<file path="src/rtl/score_text_ctrl.sv">
// Score banner text source: converts the binary score to BCD with an iterative
// double-dabble, commits digits and mode only during vertical blanking, and
// serves registered ASCII codes for the overlay's character lookups.
module score_text_ctrl #(
    parameter int SCORE_W   = 14,
    parameter int TEXT_LEN  = 14,
    parameter int SCORE_MAX = 9999
) (
    input  logic               pclk,
    input  logic               rst_n,
    input  logic [SCORE_W-1:0] score_in,
    input  logic               score_valid,
    input  logic               game_over_in,
    input  logic               victory_in,
    input  logic               vblnk_in,
    input  logic [7:0]         char_yx,
    output logic [6:0]         char_code,
    output logic               busy,
    output logic [1:0]         mode_out
);
    localparam int CNT_W = $clog2(SCORE_W + 1);
    localparam logic [SCORE_W-1:0] SAT_VAL  = SCORE_W'(SCORE_MAX);
    localparam logic [CNT_W-1:0]   CNT_LAST = CNT_W'(SCORE_W - 1);

    // Banner prefixes, leftmost character in the top byte.
    localparam logic [8*9-1:0] TXT_PLAY = "    SCORE";
    localparam logic [8*9-1:0] TXT_OVER = "GAME OVER";
    localparam logic [8*9-1:0] TXT_WIN  = "  YOU WIN";

    typedef enum logic [1:0] {IDLE, CONV, WAIT, COMMIT} state_t;

    state_t             state, state_nxt;
    logic [SCORE_W-1:0] bin_q;
    logic [15:0]        bcd_q;
    logic [15:0]        disp_q;
    logic [CNT_W-1:0]   cnt_q;
    logic               pend_vld;
    logic [SCORE_W-1:0] pend_score;
    logic               start_load;
    logic [SCORE_W-1:0] load_val;
    logic [6:0]         code_nxt;

    function automatic logic [SCORE_W-1:0] saturate(input logic [SCORE_W-1:0] v);
        return (v > SAT_VAL) ? SAT_VAL : v;
    endfunction

    // Add 3 to every nibble >= 5 before the shift.
    function automatic logic [15:0] dabble(input logic [15:0] b);
        logic [15:0] r;
        r = b;
        for (int i = 0; i < 4; i++)
            if (b[4*i +: 4] >= 4'd5) r[4*i +: 4] = b[4*i +: 4] + 4'd3;
        return r;
    endfunction

    function automatic logic [6:0] banner(input logic [1:0] m, input logic [3:0] c);
        int idx;
        idx = 8 - int'(c);
        case (m)
            2'd1:    return TXT_OVER[idx*8 +: 7];
            2'd2:    return TXT_WIN[idx*8 +: 7];
            default: return TXT_PLAY[idx*8 +: 7];
        endcase
    endfunction

    // A strobe in COMMIT is newer than anything pending, so it is taken directly.
    assign start_load = (state == IDLE && score_valid) ||
                        (state == COMMIT && (score_valid || pend_vld));
    assign load_val   = (state == COMMIT && !score_valid) ? pend_score : score_in;
    assign busy       = (state != IDLE);

    // State register.
    always_ff @(posedge pclk or negedge rst_n) begin
        if (!rst_n) state <= IDLE;
        else        state <= state_nxt;
    end

    // Next-state logic.
    always_comb begin
        state_nxt = state;
        case (state)
            IDLE:    if (score_valid) state_nxt = CONV;
            CONV:    if (cnt_q == CNT_LAST) state_nxt = WAIT;
            WAIT:    if (vblnk_in) state_nxt = COMMIT;
            COMMIT:  state_nxt = start_load ? CONV : IDLE;
            default: state_nxt = IDLE;
        endcase
    end

    // Double-dabble datapath: load saturated score, then one adjust+shift per cycle.
    always_ff @(posedge pclk or negedge rst_n) begin
        if (!rst_n) begin
            bin_q <= '0;
            bcd_q <= '0;
            cnt_q <= '0;
        end else if (start_load) begin
            bin_q <= saturate(load_val);
            bcd_q <= '0;
            cnt_q <= '0;
        end else if (state == CONV) begin
            {bcd_q, bin_q} <= {dabble(bcd_q), bin_q} << 1;
            cnt_q          <= cnt_q + 1'b1;
        end
    end

    // One-deep pending slot; latest strobe while busy wins, consumed on restart.
    always_ff @(posedge pclk or negedge rst_n) begin
        if (!rst_n) begin
            pend_vld   <= 1'b0;
            pend_score <= '0;
        end else if (state == COMMIT) begin
            if (start_load) pend_vld <= 1'b0;
        end else if (state != IDLE && score_valid) begin
            pend_vld   <= 1'b1;
            pend_score <= score_in;
        end
    end

    // Commit digits and mode; game over beats victory on a tie.
    always_ff @(posedge pclk or negedge rst_n) begin
        if (!rst_n) begin
            disp_q   <= '0;
            mode_out <= 2'd0;
        end else if (state == COMMIT) begin
            disp_q   <= bcd_q;
            mode_out <= game_over_in ? 2'd1 : (victory_in ? 2'd2 : 2'd0);
        end
    end

    // Character lookup from committed state only.
    always_comb begin
        code_nxt = 7'h20;
        if (char_yx[7:4] == 4'd0 && int'(char_yx[3:0]) < TEXT_LEN) begin
            case (char_yx[3:0])
                4'd9:    code_nxt = 7'h20;
                4'd10:   code_nxt = {3'b011, disp_q[15:12]};
                4'd11:   code_nxt = {3'b011, disp_q[11:8]};
                4'd12:   code_nxt = {3'b011, disp_q[7:4]};
                4'd13:   code_nxt = {3'b011, disp_q[3:0]};
                default: code_nxt = banner(mode_out, char_yx[3:0]);
            endcase
        end
    end

    // Registered font-ROM code, one cycle behind char_yx.
    always_ff @(posedge pclk or negedge rst_n) begin
        if (!rst_n) char_code <= 7'h20;
        else        char_code <= code_nxt;
    end
endmodule

</file>
<file path="config.mk">
export PLATFORM = sky130hd
export DESIGN_NAME = score_text_ctrl
export DESIGN_NICKNAME = d
export VERILOG_FILES = /design/src/rtl/score_text_ctrl.sv
export SDC_FILE = /design/constraint.sdc
export NUM_CORES = 1
export LEC_CHECK = 0
export ABC_AREA = 0
export ABC_CLOCK_PERIOD_IN_PS = 5200
export CORE_MARGIN = 10
export CORE_UTILIZATION = 55
export CTS_BUF_LIST = sky130_fd_sc_hd__clkbuf_2 sky130_fd_sc_hd__clkbuf_4 sky130_fd_sc_hd__clkbuf_8
export DETAILED_ROUTE_END_ITERATION = 10
export PLACE_DENSITY_LB_ADDON = 0.3
export SYNTH_ARGS = -nofsm -noshare
export SYNTH_HDL_FRONTEND = slang
export SYNTH_SLANG_ARGS = --single-unit
</file>
<file path="constraint.sdc">
create_clock -name pclk -period 5.2 [get_ports pclk]
set_input_delay 1.56 -clock pclk [delete_from_list [all_inputs] [get_ports pclk]]
set_output_delay 1.56 -clock pclk [all_outputs]
set_load 0.05 [all_outputs]
</file>
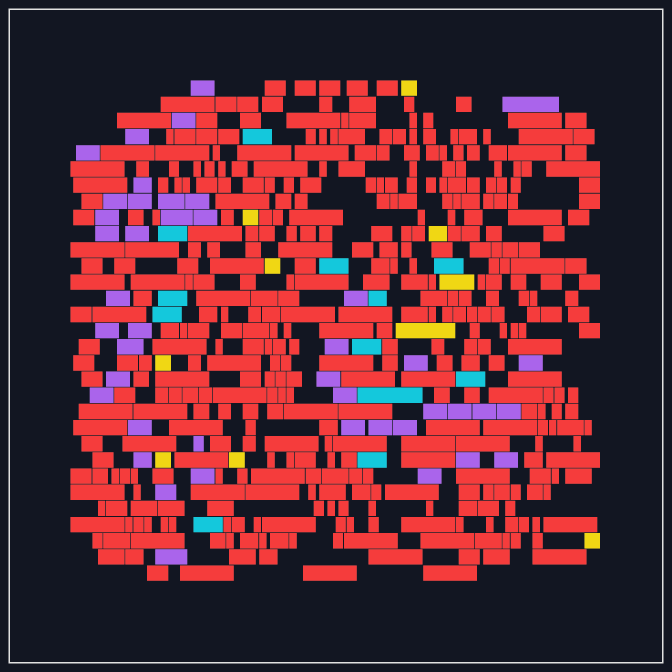
(images/sizing.png)
- x6 and larger: cyan (cells 12; share 2.6%)
- x1 and smaller: red (cells 402; share 86%)
- x3 and x4: yellow (cells 10; share 2.1%)
- x2: purple (cells 43; share 9.2%)

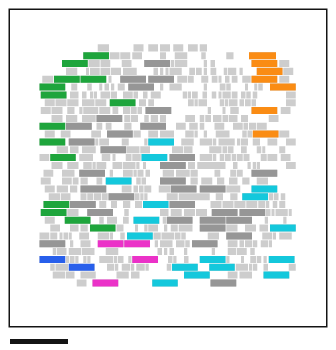
(images/ff_map.png)
Bar = 20 um.
- bcd_q: cyan (sequential cells 16)
- state: blue (sequential cells 2)
- pend_score: green (sequential cells 14)
- cnt_q: magenta (sequential cells 4)
- char_code: orange (sequential cells 7; where north-east)
- not colored: 33

==> impl_metrics.toml <==
# generated from flow reports
[logic_synthesis]
yosys.area.top_type_share = 0.424
topCombFamilyByArea = "AND-OR/OR-AND gates"
floorplan.nets = 486
yosys.area_share.adder = 0.0650
synth_area_sq_um = 4430
ys.flops = 76
ys_area_sq_um = 4430
mux_share = 0.141
ys.flop_type = "dfrtp_1"
ys_async_sr_fraction = 1.00
synth-xor-area-share = 0.0300
ys_seq_frac = 0.430
edf_count = 0
ys_cells = 435
syn_avg_cell_area_sq_um = 10.2
syn_inst = 435
ys_sh_aoi = 0.167
ys_types = 54

[critical_path]
worstPathCellList = "clkdlybuf4s50_1 -> buf_4 -> inv_1 -> ha_1 -> or2_1 -> and3_1 -> o41ai_1 -> a21oi_1 -> o21ai_0"
cp.required_ps = 5460
path_buffers = 3
worstSetupPathType = "input pin to flip-flop"
cp_top_family = "buffers and inverters"
cp_max_fo = 20
worst-path-stages = 9
endpoint_kind = "flip-flop"
cpPeakStageDelay_ps = 540

[power_and_ir_drop]
p_sw_frac = 0.394
leakage_nw = 2.13
clockPowerShare = 0.180
p_sw_w = 0.00102
power_frac_comb = 0.449

[final_timing]
timing.final.crit_period_ps = 3900
slew_headroom = 0.228
drv_slew = 0
setup_viol = 0
skew_ps = 10.3
period_used_share = 0.749
tightest_slew_ps = 1150
timing.hold.ws_ps = 478
hold_viol = 0

[layout]
sh_comb_area = 0.460
logic_gates = 311
drive_above_1_share = 0.139
n_antenna_cell = 0
buf_share = 0.0790
n_all_inverters = 23
register_area_sq_um = 1900
top_area_cell_class = "multi-input combinational cells"
clock_buffers = 11
layout.nets = 513
postLayoutCellArea_sq_um = 5030
comb_area_sq_um = 2310
flops = 76

[clock_network]
cts_root_buf = "clkbuf_8"
postCtsSetupRepairBufs = 0
htree_levels = 3
clkSinkCount = 76
clk_latency_ps = 350
cts-hold-fix-buffers = 0

[grt]
grt_max_degree = 77
grt_pass1_vias = 3332
antenna_found_initial = 0
grt_first_pass_wirelength_um = 15400
grtUsageTotal = 0.155

[detailed_routing]
first_iter_violations = 147
wl_um = 8990
first_pass_iters = 4
vias = 3319
routedWlPerCell_um = 15.8
antenna_left = 0

[die]
ios = 38
taps = 102
die_width_um = 110
initial_utilization = 0.570

[placed_design]
portBuffers = 37
hpwl_um = 6360

[hold_path]
min_path_type = "flip-flop to flip-flop"
holdPathStages = 1

[run_status]
status = "finished clean"

[flow_run]
maxCapViolCount = 0
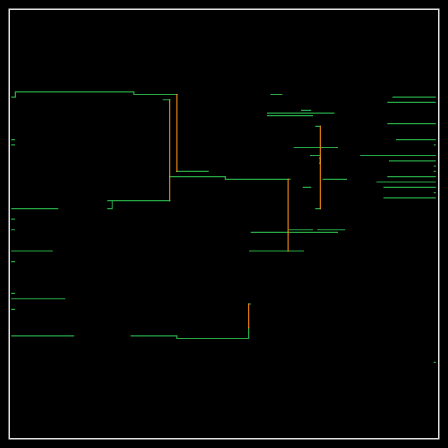
(images/layers.png)
Only two layers are drawn.
- M4: orange (wire length 91.1 um)
- M3: green (wire length 433 um)

## worst paths after layout
path                       startpoint           end  slack [ps]
max                        char_yx[0]  char_code[0]        1300
min                          pend_vld      pend_vld         480
max reg2reg                  state[1]      bin_q[4]        2330
min reg2reg                  pend_vld      pend_vld         480
max in group asynchronous       rst_n      bin_q[7]        3250
min in group asynchronous       rst_n     bcd_q[11]        1330
## per-layer routing
metal	share of wire	vias up	wire (um)	GRT usage
li1	-	1614	-	-
met1	0.45	1631	4040	0.198
met2	0.49	62	4430	0.253
met3	0.048	12	432	0.0410
met4	0.010	0	91	0.0455
met5	0	-	0	0
## kinds of logic (layout without fill, tap and decap cells)
logic type               count (synthesis)  count (layout)
AND-OR/OR-AND                          113             113
multiplexers                            58              58
XOR/XNOR                                13              13
adder cells (fa/ha/maj)                 23              23
AND/OR/NAND/NOR                        104             104
flip-flops                              76              76
buffers and inverters                   48              80
## registers in the layout (all words and copies together), names as in the netlist
signal      flops
bcd_q          16
bin_q          14
char_code       7
cnt_q           4
disp_q         16
mode_out        2
pend_score     14
pend_vld        1
state           2
## per-stage QoR
step	util	setup slack, ps	total power (W)	std cells
3_5_place_dp	0.622	971	0.00214	553
2_1_floorplan	-	1990	0.00187	435
4_1_cts	0.648	1340	0.00262	569
3_3_place_gp	0.622	1050	0.00209	553
6_report	0.648	1300	0.00259	569
5_1_grt	0.648	1160	0.00281	569
## placed cells by master, fill, tap and decap left out, types with 13 or more instances in the layout
cell type | netlist | routed
a211oi_1 | 13 | 13
a21oi_1 | 25 | 25
a31oi_1 | 13 | 13
clkdlybuf4s50_1 | 0 | 36
dfrtp_1 | 75 | 75
ha_1 | 23 | 22
inv_1 | 23 | 23
mux2_2 | 34 | 34
mux2i_1 | 24 | 24
nand2_1 | 30 | 30
nor2_1 | 25 | 25
o21ai_0 | 23 | 22
Power is estimated from default activity; no workload was simulated.
